===== src/rtl/seq_mult_unit_if.sv =====
// seq_mult_unit_if: Start/Busy/Done handshake and operand/product bus between CPU control and the multiplier.
//   master (CPU control): drives Start, Signed, A, B; observes Busy, Done, Hi, Lo
//   slave  (multiplier) : observes Start, Signed, A, B; drives Busy, Done, Hi, Lo
interface seq_mult_unit_if #(parameter int WIDTH = 32);
    logic             Start;
    logic             Signed;
    logic [WIDTH-1:0] A;
    logic [WIDTH-1:0] B;
    logic             Busy;
    logic             Done;
    logic [WIDTH-1:0] Hi;
    logic [WIDTH-1:0] Lo;
    modport master (output Start, Signed, A, B, input Busy, Done, Hi, Lo);
    modport slave  (input Start, Signed, A, B, output Busy, Done, Hi, Lo);
endinterface


===== src/rtl/seq_mult_unit.sv =====
// seq_mult_unit: iterative shift-add multiplier for MIPS mult/multu, one partial product per clock.
//   Clk   : clock, rising edge
//   Reset : asynchronous, active-low reset
//   bus   : seq_mult_unit_if.slave
//           Start/Signed/A/B in (sampled in IDLE only), Busy/Done/Hi/Lo out
//   Optional feature: define SEQ_MULT_EARLY_EXIT_EN to finish as soon as the
//   remaining multiplier bits are all zero (same result, shorter latency).
module seq_mult_unit #(
    parameter int WIDTH = 32
) (
    input  logic           Clk,
    input  logic           Reset,
    seq_mult_unit_if.slave bus
);
    localparam int CW = $clog2(WIDTH) + 1;

    typedef enum logic [1:0] {IDLE, RUN, FIN} state_t;

    state_t             state_q, state_d;
    logic               busy_q, busy_d;
    logic               done_q, done_d;
    logic [WIDTH-1:0]   hi_q, hi_d;
    logic [WIDTH-1:0]   lo_q, lo_d;
    logic [2*WIDTH-1:0] mcand_q, mcand_d;
    logic [WIDTH-1:0]   mplier_q, mplier_d;
    logic [2*WIDTH-1:0] prod_q, prod_d;
    logic [CW-1:0]      count_q, count_d;
    logic               neg_q, neg_d;
    logic [WIDTH-1:0]   abs_a, abs_b;

    // Operands are multiplied as magnitudes; the sign is reapplied at the end.
    // The most negative value negates to itself, which read as unsigned is the
    // correct magnitude.
    assign abs_a = (bus.Signed && bus.A[WIDTH-1]) ? -bus.A : bus.A;
    assign abs_b = (bus.Signed && bus.B[WIDTH-1]) ? -bus.B : bus.B;

    always_comb begin
        state_d  = state_q;
        busy_d   = busy_q;
        done_d   = 1'b0;
        hi_d     = hi_q;
        lo_d     = lo_q;
        mcand_d  = mcand_q;
        mplier_d = mplier_q;
        prod_d   = prod_q;
        count_d  = count_q;
        neg_d    = neg_q;
        case (state_q)
            IDLE: begin
                if (bus.Start) begin
                    mcand_d  = {{WIDTH{1'b0}}, abs_a};
                    mplier_d = abs_b;
                    neg_d    = bus.Signed & (bus.A[WIDTH-1] ^ bus.B[WIDTH-1]);
                    prod_d   = '0;
                    count_d  = '0;
                    busy_d   = 1'b1;
`ifdef SEQ_MULT_EARLY_EXIT_EN
                    state_d  = (abs_b == '0) ? FIN : RUN;
`else
                    state_d  = RUN;
`endif
                end
            end
            RUN: begin
                prod_d   = mplier_q[0] ? prod_q + mcand_q : prod_q;
                mcand_d  = mcand_q << 1;
                mplier_d = mplier_q >> 1;
                count_d  = count_q + CW'(1);
`ifdef SEQ_MULT_EARLY_EXIT_EN
                state_d  = (count_d == CW'(WIDTH) || mplier_d == '0) ? FIN : RUN;
`else
                state_d  = (count_d == CW'(WIDTH)) ? FIN : RUN;
`endif
            end
            FIN: begin
                {hi_d, lo_d} = neg_q ? -prod_q : prod_q;
                done_d       = 1'b1;
                busy_d       = 1'b0;
                state_d      = IDLE;
            end
            default: state_d = IDLE;
        endcase
    end

    always_ff @(posedge Clk or negedge Reset) begin
        if (!Reset) begin
            state_q  <= IDLE;
            busy_q   <= 1'b0;
            done_q   <= 1'b0;
            hi_q     <= '0;
            lo_q     <= '0;
            mcand_q  <= '0;
            mplier_q <= '0;
            prod_q   <= '0;
            count_q  <= '0;
            neg_q    <= 1'b0;
        end else begin
            state_q  <= state_d;
            busy_q   <= busy_d;
            done_q   <= done_d;
            hi_q     <= hi_d;
            lo_q     <= lo_d;
            mcand_q  <= mcand_d;
            mplier_q <= mplier_d;
            prod_q   <= prod_d;
            count_q  <= count_d;
            neg_q    <= neg_d;
        end
    end

    assign bus.Busy = busy_q;
    assign bus.Done = done_q;
    assign bus.Hi   = hi_q;
    assign bus.Lo   = lo_q;
endmodule


===== src/flat_wrapper.sv =====
// flat-port wrapper written by rule: the top's interface ports become plain ports
module seq_mult_unit_flat 
#(
    parameter int WIDTH = 32
)
  (Clk, Reset, bus_Start, bus_Signed, bus_A, bus_B, bus_Busy, bus_Done, bus_Hi, bus_Lo);
  seq_mult_unit_if #(.WIDTH(WIDTH)) bus_i ();
  input  logic Clk;
  input  logic Reset;
  input wire logic [$bits(bus_i.Start)-1:0] bus_Start;
  input wire logic [$bits(bus_i.Signed)-1:0] bus_Signed;
  input wire logic [$bits(bus_i.A)-1:0] bus_A;
  input wire logic [$bits(bus_i.B)-1:0] bus_B;
  output wire logic [$bits(bus_i.Busy)-1:0] bus_Busy;
  output wire logic [$bits(bus_i.Done)-1:0] bus_Done;
  output wire logic [$bits(bus_i.Hi)-1:0] bus_Hi;
  output wire logic [$bits(bus_i.Lo)-1:0] bus_Lo;
  assign bus_i.Start = bus_Start;
  assign bus_i.Signed = bus_Signed;
  assign bus_i.A = bus_A;
  assign bus_i.B = bus_B;
  assign bus_Busy = bus_i.Busy;
  assign bus_Done = bus_i.Done;
  assign bus_Hi = bus_i.Hi;
  assign bus_Lo = bus_i.Lo;
  seq_mult_unit #(.WIDTH(WIDTH)) u_core (.Clk(Clk), .Reset(Reset), .bus(bus_i));
endmodule

===== config.mk =====
export PLATFORM = sky130hd
export DESIGN_NAME = seq_mult_unit_flat
export DESIGN_NICKNAME = d
export VERILOG_FILES = /design/src/rtl/seq_mult_unit_if.sv /design/src/rtl/seq_mult_unit.sv /design/src/flat_wrapper.sv
export SDC_FILE = /design/constraint.sdc
export NUM_CORES = 1
export LEC_CHECK = 0
export ABC_CLOCK_PERIOD_IN_PS = 6200
export CAP_MARGIN = 20
export CORE_ASPECT_RATIO = 1.1
export CORE_UTILIZATION = 60
export CTS_CLUSTER_DIAMETER = 50
export DETAILED_ROUTE_END_ITERATION = 12
export GPL_ROUTABILITY_DRIVEN = 0
export PLACE_DENSITY_LB_ADDON = 0.05
export SLEW_MARGIN = 20
export SYNTH_ARGS = -nofsm -noshare
export SYNTH_HDL_FRONTEND = slang
export SYNTH_SLANG_ARGS = --single-unit

===== constraint.sdc =====
create_clock -name Clk -period 6.2 [get_ports Clk]
set_clock_uncertainty 0.05 [all_clocks]
set_input_delay 0.62 -clock Clk [delete_from_list [all_inputs] [get_ports Clk]]
set_output_delay 0.62 -clock Clk [all_outputs]
set_load 0.01 [all_outputs]

io_fan.png
Bar = 50 µm.
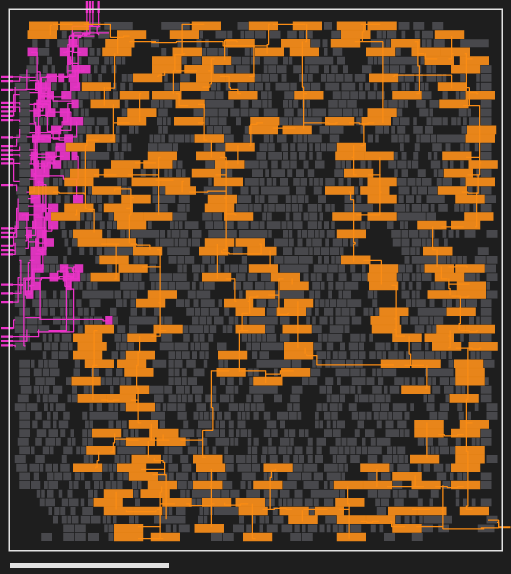
| color | port | bits | direction | edge | end cells | wire |
|---|---|---|---|---|---|---|
| orange | Reset | 1 | input | right | 235 | 1650 µm |
| magenta | bus_B | 32 | input | 28 left, 4 top | 71 | 986 µm |

placement.png
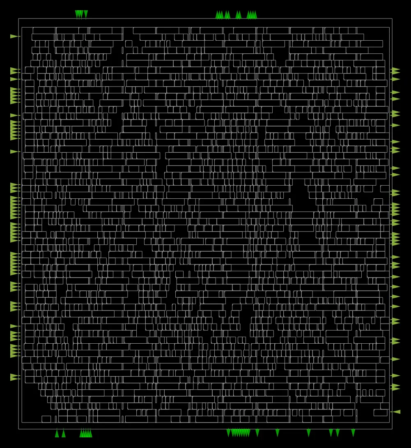
fraction of area in registers: 33.1%
core occupancy in the finished layout: 71.8%
Tap Count: 310
non-filler instance count after layout: 2229

==> results.txt <==
Results of the flow run.

The run finished with clean final reports. There are around 240 flip-flops and latches. The clock latency on the worst-skew pair stands at 0.56 ns. The finished cells cover 17800 µm².

The net count reported at finish stands at 2034. Derived from the worst setup path, the maximum achievable clock frequency is 243 MHz. The number of enable-type register cells in the synthesized netlist stands at 0. The detailed placement HPWL stands at 28.3 mm. In the post-synthesis netlist, the biggest area contributors are dfrtp_1 38%, o21ai_0 8.2%, nand2_1 6.9%. The dominant power group in this design is combinational cells. The worst hold path terminates at u_core.bus.Lo[20]. The total global routing overflow stands at 0. Leaving out fill and tap cells, the most frequent cell in the layout is nand2_1. For this design, the CTS-stage hold fixing added 0 buffers. Along the worst path, the maximum fanout reaches 11.

The post-route worst hold slack stands at 0.412 ns. The instance count of the mapped netlist stands at 1825. The critical path contains buffers and inverters numbering 0 combined.

Global routing consumed, on the met1 layer, 42.6% of the routing resources. Measured against its own limit, the worst slew margin works out to roughly a third. The total global-route track usage stands at 30.4%. Per the final timing report, the hold violations number 0. The global routing usage on met2 stands at 49.3%. Before any placement, the netlist area is recorded as about 15000 µm².

The peak supply drop stands at 0.267 mV. After synthesis the netlist holds a flip-flop and latch count of 235. The setup path with the least slack is of type reg -> reg.

The power density over the cells stands at 484 nW/µm². The initial antenna violation count stands at 0. Buffers outside the clock tree occupy 8.33% of the routed design's cell area.

The TritonCTS buffer count stands at 29. The cell family contributing the most delay on the critical path is simple AND/OR/NAND/NOR gates. In this run the worst setup path begins at u_core.prod_q[10]. The transition time at the pin with the least slew margin stands at roughly 1 ns. The proportion of synthesized flip-flops having asynchronous set or reset stands at 100%. In the layout the commonest cells are 280 x nand2_1, 250 x o21ai_0, 234 x dfrtp_1.

The width of the chip stands at 154 µm.
wires.png
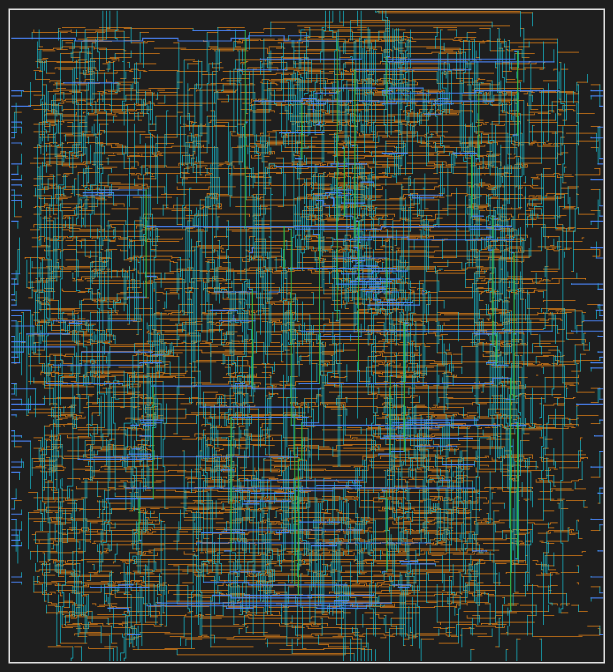
| color | layer | wire length |
|---|---|---|
| blue | metal 3 | 2410 µm |
| orange | metal 1 | 18000 µm |
| green | metal 4 | 881 µm |
| cyan | metal 2 | 17600 µm |

sizes.png
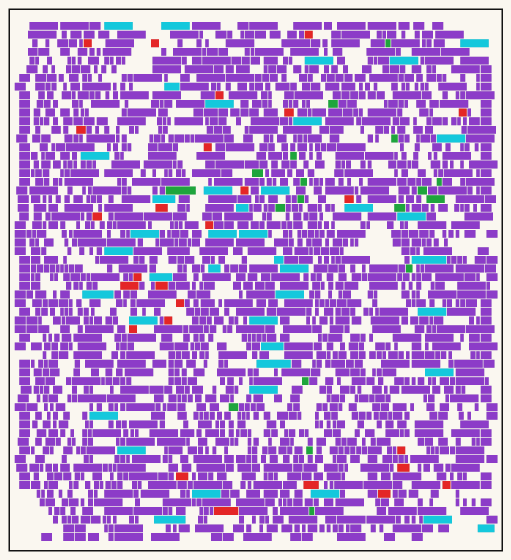
| color | size | cells | share |
|---|---|---|---|
| purple | _0 and _1 cells | 1834 | 96% |
| red | _3 and _4 cells | 26 | 1.4% |
| cyan | _6 and larger | 41 | 2.1% |
| green | _2 cells | 18 | 0.94% |

Power and IR drop assume default switching activity.
